File: src/rtl/display_scanner.sv
// Time-multiplexed scanner for a common-bus 7-segment display; new values swap in only at frame boundaries.
// Optional build macro LEADING_ZERO_BLANK_EN suppresses digit enables for leading-zero digits.
module display_scanner #(
  parameter int DIGITS   = 4,
  parameter int PRESCALE = 1000,
  parameter int BLANK    = 16
) (
  input  logic                clk,
  input  logic                rst_n,
  input  logic [4*DIGITS-1:0] value,
  input  logic                value_valid,
  output logic                value_ready,
  output logic [3:0]          bcd,
  output logic [DIGITS-1:0]   dig_en,
  output logic                frame_tick
);

  localparam int CW = (PRESCALE > 1) ? $clog2(PRESCALE) : 1;
  localparam int IW = (DIGITS > 1) ? $clog2(DIGITS) : 1;
  localparam logic [CW-1:0] CNT_LAST = CW'(PRESCALE - 1);
  localparam logic [IW-1:0] IDX_LAST = IW'(DIGITS - 1);

  logic [CW-1:0]       r_cnt;
  logic [IW-1:0]       r_idx;
  logic [4*DIGITS-1:0] r_disp;
  logic [4*DIGITS-1:0] r_pend;
  logic                r_pend_full;
  logic [3:0]          r_bcd;
  logic [DIGITS-1:0]   r_dig_en;
  logic                r_frame_tick;

  logic                w_cnt_end;
  logic                w_boundary;
  logic                w_blank;
  logic [3:0]          w_nib;
  logic [DIGITS-1:0]   w_onehot;
  logic [DIGITS-1:0]   w_keep;

  assign w_cnt_end  = (r_cnt == CNT_LAST);
  assign w_boundary = w_cnt_end && (r_idx == IDX_LAST);

  generate
    if (BLANK == 0) begin : g_noblank
      assign w_blank = 1'b0;
    end else begin : g_blank
      assign w_blank = (r_cnt < CW'(BLANK));
    end
  endgenerate

  always_comb begin
    w_nib    = 4'd0;
    w_onehot = '0;
    for (int i = 0; i < DIGITS; i++) begin
      if (r_idx == IW'(i)) begin
        w_nib       = r_disp[4*i +: 4];
        w_onehot[i] = 1'b1;
      end
    end
  end

`ifdef LEADING_ZERO_BLANK_EN
  // A digit stays lit if it or any more significant digit is non-zero; digit 0 always lit.
  always_comb begin
    logic w_any;
    w_any  = 1'b0;
    w_keep = '0;
    for (int i = DIGITS - 1; i >= 0; i--) begin
      w_any     = w_any | (|r_disp[4*i +: 4]);
      w_keep[i] = w_any | (i == 0);
    end
  end
`else
  assign w_keep = '1;
`endif

  always_ff @(posedge clk) begin
    if (!rst_n) begin
      r_cnt        <= '0;
      r_idx        <= '0;
      r_disp       <= '0;
      r_pend       <= '0;
      r_pend_full  <= 1'b0;
      r_bcd        <= 4'd0;
      r_dig_en     <= '0;
      r_frame_tick <= 1'b0;
    end else begin
      if (w_cnt_end) begin
        r_cnt <= '0;
        r_idx <= (r_idx == IDX_LAST) ? '0 : r_idx + IW'(1);
      end else begin
        r_cnt <= r_cnt + CW'(1);
      end

      // Accept and swap are mutually exclusive: accept needs an empty pending slot.
      if (value_valid && !r_pend_full) begin
        r_pend      <= value;
        r_pend_full <= 1'b1;
      end else if (w_boundary && r_pend_full) begin
        r_disp      <= r_pend;
        r_pend_full <= 1'b0;
      end

      r_bcd        <= w_nib;
      r_dig_en     <= w_blank ? '0 : (w_onehot & w_keep);
      r_frame_tick <= (r_cnt == '0) && (r_idx == '0);
    end
  end

  assign value_ready = ~r_pend_full;
  assign bcd         = r_bcd;
  assign dig_en      = r_dig_en;
  assign frame_tick  = r_frame_tick;

endmodule

File: config.mk
export PLATFORM = sky130hd
export DESIGN_NAME = display_scanner
export DESIGN_NICKNAME = d
export VERILOG_FILES = /design/src/rtl/display_scanner.sv
export SDC_FILE = /design/constraint.sdc
export NUM_CORES = 1
export LEC_CHECK = 0
export CAP_MARGIN = 25
export CORE_MARGIN = 5
export CORE_UTILIZATION = 49
export DETAILED_ROUTE_END_ITERATION = 16
export PLACE_DENSITY_LB_ADDON = 0.1
export SETUP_SLACK_MARGIN = 0.15
export SYNTH_ARGS = -nofsm -noshare
export SYNTH_HDL_FRONTEND = slang
export SYNTH_SLANG_ARGS = --single-unit
File: constraint.sdc
create_clock -name clk -period 2.93 [get_ports clk]
set_input_delay 0.293 -clock clk [delete_from_list [all_inputs] [get_ports clk]]
set_output_delay 0.293 -clock clk [all_outputs]
set_load 0.01 [all_outputs]
==> results.cfg, run 1 <==
; yosys + openroad results
[outcome]
status = complete, no violations

[timing]
tightest_slew_ns = 0.771
min_period_ns = 1.86
relSlewSlack = 0.481
setup_ws_ns = 1.07
fin_crit_sh = 0.634
hold_viol = 0
rsz0062_at_grt = no
drv_slew = 0

[placed_design]
gp_congestion = 0.782
dp_hpwl_um = 3010
pre_cts_slack_ns = 0.916
port_buffers = 28
placed_cell_area_um2 = 2590

[worst_setup_path]
ff2ff_setup_slack_ns = 1.07
crit_path_end_kind = register
path_buffers = 0
arrival_ns = 2.02
cp-endpoint = r_cnt[3]$_SDFF_PP0_
cp_top_family = AND-OR/OR-AND gates
crit_slowest_cell = o31ai_1
path_max_fanout = 6
crit_path_start_kind = register
path_class = register to register
slowest_delay_ns = 0.71
cp.depth = 4
path_cells = ha_1 -> nand4bb_4 -> o31ai_1 -> nor2_1
worstPathRequired_ns = 3.09
r2r_end = r_cnt[3]$_SDFF_PP0_

[synth]
yosysMostFrequentCell = nand2_1
synth_cell_types = 37
synth_top_cell_by_area = dfxtp_1
ys_warn_count = 0
postSynthAreaPerCell_um2 = 8.63
ys_area_um2 = 2300
ys_ff = 54
synthTopCellsByArea = dfxtp_1 47%, nand2_1 12%, mux2i_1 6.9%, a21oi_1 6.1%, ha_1 3.3%
syn_nets = 292
synth-edff-count = 0
syn_inst = 267
netlist_area_um2 = 2300
synth_sequential_area_ratio = 0.469
flop_cell = dfxtp_1
ys_cells = 267

[power_and_ir_drop]
p_per_area_nw_per_um2 = 508
p_leak_nw = 0.926
ir_worst_vdd_v = 0.000242

[final_layout]
largest_cell_class = multi-input combinational cells
num-nonclk-inverters = 13
fillers = 438
instances_no_fill = 344
nMultiInputCombCells = 184
design.seq.count = 54
clk_share = 0.0394
design_area_um2 = 2700
utilization = 0.584
layout-drive-gt1-share = 0.0448
nNonClkBuffers = 31
n_clock_buffer = 7
register_area_um2 = 1080
antenna_cells = 0

[die]
initCoreUtil = 0.498
die_h_um = 78.6
fp.coreArea_um2 = 4630
ioPinCount = 29
num_rows = 25
die_w_um = 78.6
num_tap_cells = 54

[grt]
met2_usage = 0.216
antenna_found_initial = 0
grt.busiest_layer = met2
grt_pass1_vias = 1626
grt_usage = 0.149
grt.met3_usage = 0.0333
grtUsageMet1 = 0.211

[clocking]
cts_buffer_depth = 2
cts.sinks = 54
root_buffer = clkbuf_8
postCtsSetupRepairBufs = 0
clk_pin_slew_worst_paths_ns = 0.09
hold_buffers = 0

[hold_path]
hold_class = register to register
hold_depth = 2
whs_endpoint = r_pend[3]$_SDFFE_PN0P_
worstHoldStart = r_pend[3]$_SDFFE_PN0P_

[detailed_routing]
finalWirelength_um = 4280
ant_nets = 0
dr.first_iter.drc_count = 137
drt-met1-wl_um = 2260
dr_wl_met2_um = 1770
routed.top_layer = met4
drtPass1Iterations = 4
via_per_inst = 5.14

[flow_run]
warnings = 30
[run 1: cells by family (layout without fill, tap and decap cells)]
logic type,Yosys count,in the layout,synth area share
xor gates and xnor gates,3,3,0.0114
AOI/OAI and AO/OA,45,45,0.117
adders and majority gates,6,6,0.0326
buffers and inverters,29,52,0.0597
and+or+nand+nor,114,114,0.241
DFF,54,54,0.469
muxes,16,16,0.0695
[run 1: where the power goes]
group | internal [mW] | total, mW | switching, mW
Clock | 0.256 | 0.479 | 0.223
Combinational | 0.0563 | 0.113 | 0.0563
Sequential | 0.759 | 0.782 | 0.0229
Total | 1.07 | 1.37 | 0.302
[run 1: state kept, by name, summed over array words and instances (netlist names)]
signal and cells:
r_pend 16, r_disp 16, bcd 4, r_idx 2, r_cnt 10, r_pend_full 1
frame_tick 1, dig_en 4
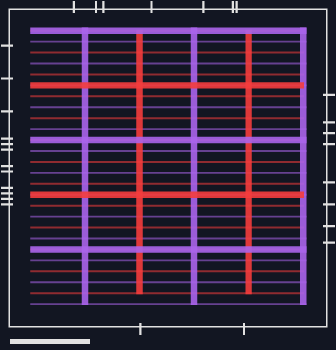
run_1/power_grid.png
Bar = 20 um. Pins as bars on the die edge.
| colour | net |
|---|---|
| purple | VSS |
| red | VDD |
rows: 25
met1 rails: 26
met5 straps: 5
signal pins: 29
met4 straps: 5

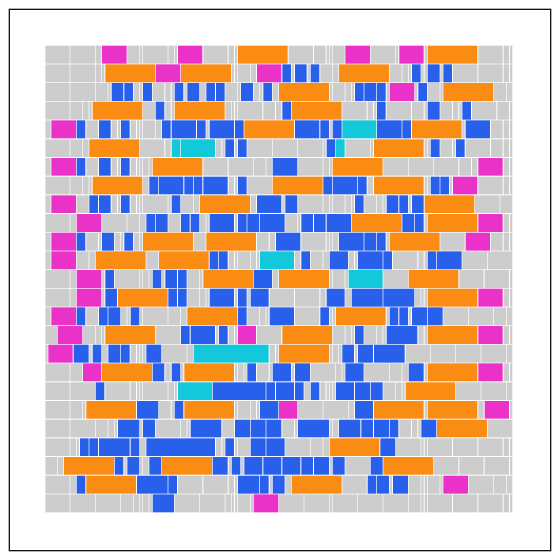
run_1/placement_by_type.png
Fill, decap, tap and diode cells in grey.
| colour | class | cells |
|---|---|---|
| orange | flops | 54 |
| blue | combinational and other logic | 197 |
| cyan | clock drivers and dummy loads | 8 |
| magenta | other buffers and delay cells | 31 |

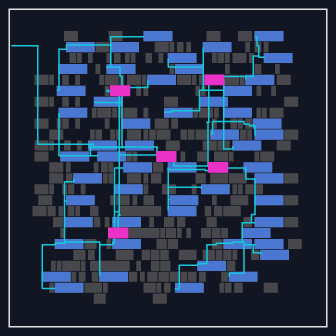
run_1/clk_routes.png
[magenta] clock drivers | count: 5
[blue] flip-flops | count: 54
[cyan] clock wires | length: 570 um
routed clock nets: 6

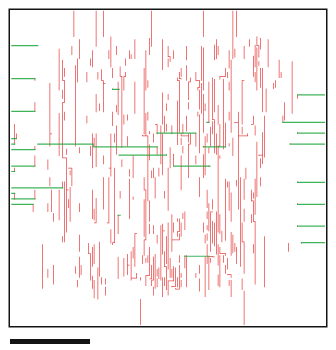
run_1/wires.png
Bar = 20 um. Two of the layers only.
| colour | layer | wire length |
|---|---|---|
| green | metal 3 | 188 um |
| red | metal 2 | 1,770 um |

==> run 2, diff against run 1 <==
Clock period 2.93 ns to 1.6 ns, I/O delays scaled along.
==> run 2 against run 1 <==
Net effect: power up 78%; first-iteration DRC count up 55%; register-to-register slack worse by 0.94 ns; critical endpoint is now r_disp[1]$_SDFFE_PN0P_; wire length up 16%; sequential power up 83%; clock power up 62%; critical path type unchanged; worst setup slack worse by 0.94 ns; largest cell class unchanged; clock skew up 0.0029 ns; design area up 10%; core utilization up 6.1 points; combinational power up 110%; area after synthesis unchanged.
==> results.cfg, run 2 <==
; yosys + openroad results
[detailed_routing]
dr.first_iter.drc_count = 212
drt-met1-wl_um = 2450
ant_nets = 0
dr_wl_met2_um = 2220
routed.top_layer = met4
finalWirelength_um = 4990

[placed_design]
dp_hpwl_um = 3170
pre_cts_slack_ns = 0.0886
placed_cell_area_um2 = 2680

[grt]
grt.busiest_layer = met2
grt_pass1_vias = 1783
grt_usage = 0.167
met2_usage = 0.248
grt.met3_usage = 0.0447

[final_layout]
reg_top3 = r_disp (16), r_pend (16), r_cnt (10)
utilization = 0.644
layout-drive-gt1-share = 0.173
instances_no_fill = 366

[timing]
relSlewSlack = 0.799
setup_ws_ns = 0.138
min_period_ns = 1.46
fin_crit_sh = 0.914
drv_slew = 0
hold_viol = 0

[synth]
syn_nets = 292
ys_sh_aoi = 0.117
ys_warn_count = 0
syn_inst = 267
simple_gate_share = 0.241
flop_cell = dfxtp_1
yosysMostFrequentCell = nand2_1
synth-edff-count = 0
synth_top_cell_by_area = dfxtp_1
synthTopCellsByArea = dfxtp_1 47%, nand2_1 12%, mux2i_1 6.9%, a21oi_1 6.1%, ha_1 3.3%
ys_sh_mux = 0.0695
ys_ff = 54
synthTopLogicFamily = simple AND/OR/NAND/NOR gates
ys_cells = 267
netlist_area_um2 = 2300
ys_sh_adder = 0.0326
postSynthAreaPerCell_um2 = 8.63
synth_sequential_area_ratio = 0.469

[power_and_ir_drop]
clockPowerShare = 0.317
switching_share = 0.237
p_per_area_nw_per_um2 = 819
p_int_mw = 1.86
p_seq_frac = 0.585
switchingPower_mw = 0.580
combPwrFrac = 0.098

[worst_setup_path]
arrival_ns = 1.70
worstPathRequired_ns = 1.83
path_cells = ha_4 -> nand2_4 -> nor4_4 -> buf_4 -> buf_12 -> mux2i_1
crit_slowest_cell = dfxtp_4
r2r_end = r_disp[1]$_SDFFE_PN0P_
cp-endpoint = r_disp[1]$_SDFFE_PN0P_
cp_top_family = flip-flops
cp.depth = 6
path_buffers = 2
path_max_fanout = 5
crit_path_end_kind = register
slowest_delay_ns = 0.39
crit_path_start_kind = register

[hold_path]
worstHoldStart = value[12]
whs_endpoint = r_pend[12]$_SDFFE_PN0P_

[outcome]
status = complete, no violations

[clocking]
hold_buffers = 0
clk_pin_slew_worst_paths_ns = 0.10

[die]
num_rows = 25
die_w_um = 78.6
fp.coreArea_um2 = 4630
initCoreUtil = 0.498
ioPinCount = 29

[flow_run]
warnings = 31
drv_cap = 0
-- run 2: final cells by class --
cell class / instances / area, um^2
clock inverter: 1 / 5.00
inverter: 13 / 48.8
sequential: 54 / 1110
multi-input combinational: 184 / 1150
clock buffer: 7 / 86.3
tap: 54 / 67.6
fill: 417 / 1650
timing repair buffer: 53 / 518
-- run 2: power groups by stage --
stage | Clock, mW | Sequential, mW | Combinational [mW]
2_1_floorplan | 0 | 1.45 | 0.127
3_3_place_gp | 0 | 1.46 | 0.227
3_5_place_dp | 0 | 1.46 | 0.229
4_1_cts | 0.790 | 1.43 | 0.238
5_1_grt | 0.851 | 1.44 | 0.266
6_report | 0.774 | 1.43 | 0.240
-- run 2: what timing repair did --
item,CTS,global route
resized,17,10
buffers inserted,9,3
cloned,1,1
endpoints found under the setup margin,23,32
pin swaps,0,6
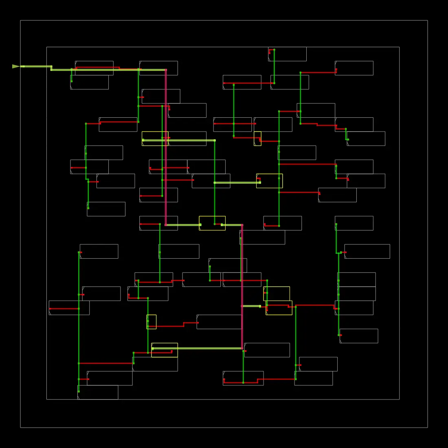
run_2/clocks.png
CTS buffer count: 5
clk sinks: 54
clock-net power: 0.774 mW
flop count: 54

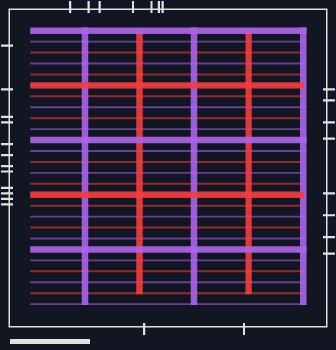
run_2/power_grid.png
Bar = 20 um. Pins as bars on the die edge.
Max IR drop VDD: 0.000418 V
Die H: 78.6 um

Power and IR drop assume default switching activity.
